Figure 1. Clock routing.
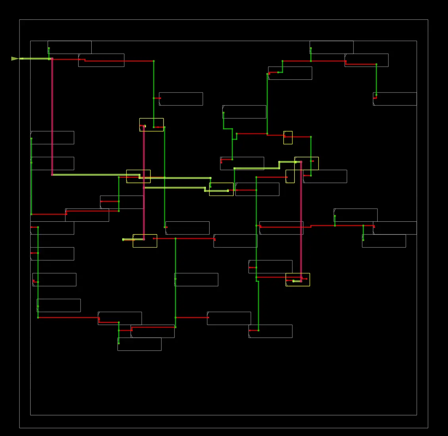
Figure 2. Routed metal, one color a layer.
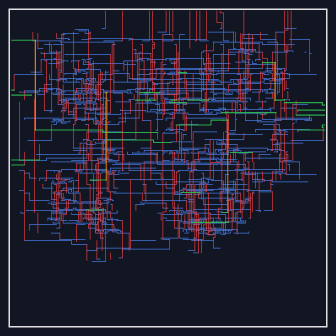
Figure 3. Clock wires, drivers and flops.
Scale bar: 20 um.
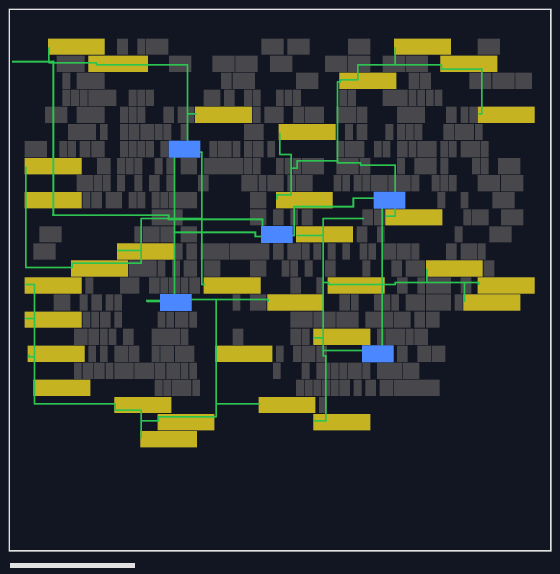
Figure 4. Gate families picked out.
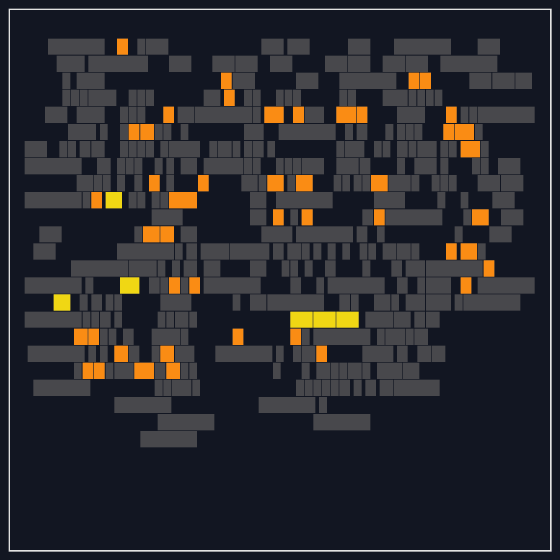
## src/rtl/trava_automatica.sv

```systemverilog
// trava_automatica: auto-lock controller for the fechadura operational path.
// Counts whole seconds with the door closed after an unlock and re-engages the
// tranca after timer_trancamento seconds. Counts door-open seconds and raises
// bip after timer_bip seconds. restante shows the seconds left before auto-lock.
// Optional feature macro: BIP_INTERMITENTE_EN. When it is defined, bip blinks in
// ALARME, and each phase lasts CICLOS_POR_SEGUNDO/2 cycles.
module trava_automatica #(
    parameter int CICLOS_POR_SEGUNDO = 1000,
    parameter int TIMER_W            = 6
) (
    input  logic               clk,
    input  logic               rst,
    input  logic               sensor_contato,
    input  logic               destrava_req,
    input  logic               trava_req,
    input  logic [TIMER_W-1:0] timer_trancamento,
    input  logic [TIMER_W-1:0] timer_bip,
    output logic               tranca,
    output logic               bip,
    output logic [TIMER_W-1:0] restante,
    output logic [1:0]         estado
);

    localparam int               PRE_W   = $clog2(CICLOS_POR_SEGUNDO);
    localparam logic [PRE_W-1:0] PRE_MAX = PRE_W'(CICLOS_POR_SEGUNDO - 1);
    localparam logic [TIMER_W-1:0] SEG_MAX = '1;
`ifdef BIP_INTERMITENTE_EN
    localparam logic [PRE_W-1:0] HALF_MAX = PRE_W'(CICLOS_POR_SEGUNDO / 2 - 1);
`endif

    typedef enum logic [1:0] {
        TRAVADA          = 2'd0,
        FECHADA_CONTANDO = 2'd1,
        ABERTA           = 2'd2,
        ALARME           = 2'd3
    } estado_t;

    estado_t            st, st_n;
    logic [PRE_W-1:0]   prescaler, pre_n;
    logic [TIMER_W-1:0] segundos, seg_n;
    logic [TIMER_W-1:0] lat, lat_n;
    logic [TIMER_W-1:0] rest_n;
    logic               tranca_n, bip_n;

    logic               tick;
    logic [TIMER_W-1:0] seg_inc;

    // The prescaler wrap marks one whole second. The seconds counter saturates
    // and does not wrap.
    assign tick    = (prescaler == PRE_MAX);
    assign seg_inc = (segundos == SEG_MAX) ? segundos : segundos + TIMER_W'(1);
    assign estado  = st;

    // State, counters and registered outputs
    always_ff @(posedge clk or negedge rst) begin
        if (!rst) begin
            st        <= TRAVADA;
            prescaler <= '0;
            segundos  <= '0;
            lat       <= '0;
            tranca    <= 1'b1;
            bip       <= 1'b0;
            restante  <= '0;
        end else begin
            st        <= st_n;
            prescaler <= pre_n;
            segundos  <= seg_n;
            lat       <= lat_n;
            tranca    <= tranca_n;
            bip       <= bip_n;
            restante  <= rest_n;
        end
    end

    // Next state and outputs. Same-cycle priority, from highest to lowest:
    // door open, trava_req, destrava_req, timer expiry.
    always_comb begin
        st_n     = st;
        pre_n    = prescaler;
        seg_n    = segundos;
        lat_n    = lat;
        tranca_n = tranca;
        bip_n    = bip;
        rest_n   = restante;
        case (st)
            TRAVADA: begin
                tranca_n = 1'b1;
                bip_n    = 1'b0;
                rest_n   = '0;
                if (destrava_req) begin
                    pre_n    = '0;
                    seg_n    = '0;
                    tranca_n = 1'b0;
                    if (sensor_contato) begin
                        st_n   = FECHADA_CONTANDO;
                        lat_n  = timer_trancamento;
                        rest_n = timer_trancamento;
                    end else begin
                        st_n  = ABERTA;
                        lat_n = timer_bip;
                    end
                end
            end
            FECHADA_CONTANDO: begin
                if (!sensor_contato) begin
                    // An open door discards the count. The count does not pause.
                    st_n   = ABERTA;
                    lat_n  = timer_bip;
                    pre_n  = '0;
                    seg_n  = '0;
                    rest_n = '0;
                end else if (trava_req) begin
                    st_n     = TRAVADA;
                    tranca_n = 1'b1;
                    pre_n    = '0;
                    seg_n    = '0;
                    rest_n   = '0;
                end else if (destrava_req) begin
                    lat_n  = timer_trancamento;
                    pre_n  = '0;
                    seg_n  = '0;
                    rest_n = timer_trancamento;
                end else if (tick) begin
                    pre_n = '0;
                    seg_n = seg_inc;
                    if (restante != '0)
                        rest_n = restante - TIMER_W'(1);
                    // When lat is 0, auto-lock is off and the state never expires.
                    if (lat != '0 && seg_inc == lat) begin
                        st_n     = TRAVADA;
                        tranca_n = 1'b1;
                        seg_n    = '0;
                        rest_n   = '0;
                    end
                end else begin
                    pre_n = prescaler + PRE_W'(1);
                end
            end
            ABERTA: begin
                if (sensor_contato) begin
                    st_n   = FECHADA_CONTANDO;
                    lat_n  = timer_trancamento;
                    rest_n = timer_trancamento;
                    pre_n  = '0;
                    seg_n  = '0;
                end else if (destrava_req) begin
                    lat_n = timer_bip;
                    pre_n = '0;
                    seg_n = '0;
                end else if (tick) begin
                    pre_n = '0;
                    seg_n = seg_inc;
                    if (lat != '0 && seg_inc == lat) begin
                        st_n  = ALARME;
                        bip_n = 1'b1;
                        seg_n = '0;
                    end
                end else begin
                    pre_n = prescaler + PRE_W'(1);
                end
            end
            ALARME: begin
                if (sensor_contato) begin
                    st_n   = FECHADA_CONTANDO;
                    lat_n  = timer_trancamento;
                    rest_n = timer_trancamento;
                    pre_n  = '0;
                    seg_n  = '0;
                    bip_n  = 1'b0;
                end else if (destrava_req) begin
                    lat_n = timer_bip;
                    pre_n = '0;
                    seg_n = '0;
                    bip_n = 1'b1;
                end else begin
`ifdef BIP_INTERMITENTE_EN
                    // Blink: the prescaler times half-second phases. The first phase is high.
                    if (prescaler == HALF_MAX) begin
                        pre_n = '0;
                        bip_n = ~bip;
                    end else begin
                        pre_n = prescaler + PRE_W'(1);
                    end
`else
                    bip_n = 1'b1;
`endif
                end
            end
            default: st_n = TRAVADA;
        endcase
    end

endmodule

```

## config.mk

```make
export PLATFORM = sky130hd
export DESIGN_NAME = trava_automatica
export DESIGN_NICKNAME = d
export VERILOG_FILES = /design/src/rtl/trava_automatica.sv
export SDC_FILE = /design/constraint.sdc
export NUM_CORES = 1
export LEC_CHECK = 0
export ABC_AREA = 1
export CORE_MARGIN = 2
export CORE_UTILIZATION = 35
export DETAILED_ROUTE_END_ITERATION = 8
export GPL_ROUTABILITY_DRIVEN = 0
export PLACE_DENSITY = 0.62
export SYNTH_ARGS = -nofsm -noshare
export SYNTH_HDL_FRONTEND = slang
export SYNTH_SLANG_ARGS = --single-unit
```

## constraint.sdc

```tcl
create_clock -name clk -period 2.3 [get_ports clk]
set_input_delay 0.23 -clock clk [delete_from_list [all_inputs] [get_ports clk]]
set_output_delay 0.23 -clock clk [all_outputs]
set_load 0.01 [all_outputs]
```

==> impl_metrics.csv <==
group,metric,value,unit
timing,finalWorstSetupSlack,0.237,ns
global_route,grt_usage,15.1,%
final_layout,drive_gt1_share,14.4,%
routing,wl_met1,2.66,mm
synthesis,synth_cells,320,
synthesis,edf_count,0,
global_route,grt_max_degree,33,
synthesis,topCellsByArea,"dfrtp_1, nand2_1, inv_1",
clock_network,cts-buffers-inserted,5,
die,core_area,6420,um^2
pwr,power_frac_seq,32.0,%
timing,rsz0062_at_grt,"no",
final_layout,multiInputCombCellCount,235,
timing,tightest_slew,0.492,ns
critical_path,cp_cell_sequence,"ha_1 -> nand2_2 -> nor2_8 -> nand2_4 -> nand2_2 -> xor2_1 -> nor2_2 -> nand3_4 -> nand3_4 -> nand2_4 -> nor2_1 -> a21oi_2",
critical_path,worstPathArrival,2.24,ns
placed_design,io_buffers,26,
global_route,antenna_found_initial,0,
timing,fin_worst_hold_slack,0.329,ns
global_route,grt_pass1_vias,2010,
clock_network,postCtsSetupBuffers,0,
routing,via_per_inst,4.95,
routing,wl_met3,203,um
critical_path,cp-start-kind,"register",
critical_path,path_buffers,0,
pwr,power-per-cell-area,919,nW/um^2
pwr,p_int,1.53,mW
pwr,p_leak,1.42,nW
critical_path,crit_cells,12,
pwr,p_comb_share,50.3,%
final_layout,n_fill_cell,635,
placed_design,place_area,2730,um^2
outcome,status,"complete, no violations",
synthesis,synth_seq_share,34.0,%
synthesis,muxShareOfSynthArea,0.424,%
final_layout,regArea,802,um^2
final_layout,logic_area,1330,um^2
synthesis,ys_sh_adder,4.24,%
critical_path,max_stage_delay,0.38,ns
final_layout,largest_reg_flops,10,
final_layout,seq_area_share,28.0,%
critical_path,crit_end,"restante[2]$_DFFE_PN0P_",
run,drv_cap,0,
die,taps,77,
placed_design,place_inst,425,
synthesis,yosysMostFrequentCell,"nand2_1",
-- Figure 1 (at the start) --
Clock group: 0.467 mW
Late-Pin Clk Latency: 0.29 ns

-- Figure 2 (at the start) --
blue -> metal 1  # wire length 2660 um
red -> metal 2  # wire length 2370 um
green -> metal 3  # wire length 204 um
orange -> metal 4  # wire length 83.6 um

-- Figure 3 (at the start) --
yellow -> flip-flops  # count 32
blue -> clock drivers  # count 5
green -> clock wires  # length 565 um
routed clock nets = 6
flops lie = spread over the die
Setup Skew: 0.00590 ns
clock share of power: 17.7%

-- Figure 4 (at the start) --
orange -> inverting AOI/OAI gates  # cells 46, most used o21ai_0
yellow -> AND-OR and OR-AND gates  # cells 6, most used a32o_1
Final Non-Filler Cells: 438
logic share of the area: 46.6%
dominant logic cell type in the layout: nand2_1

Power is estimated from default activity; no workload was simulated.
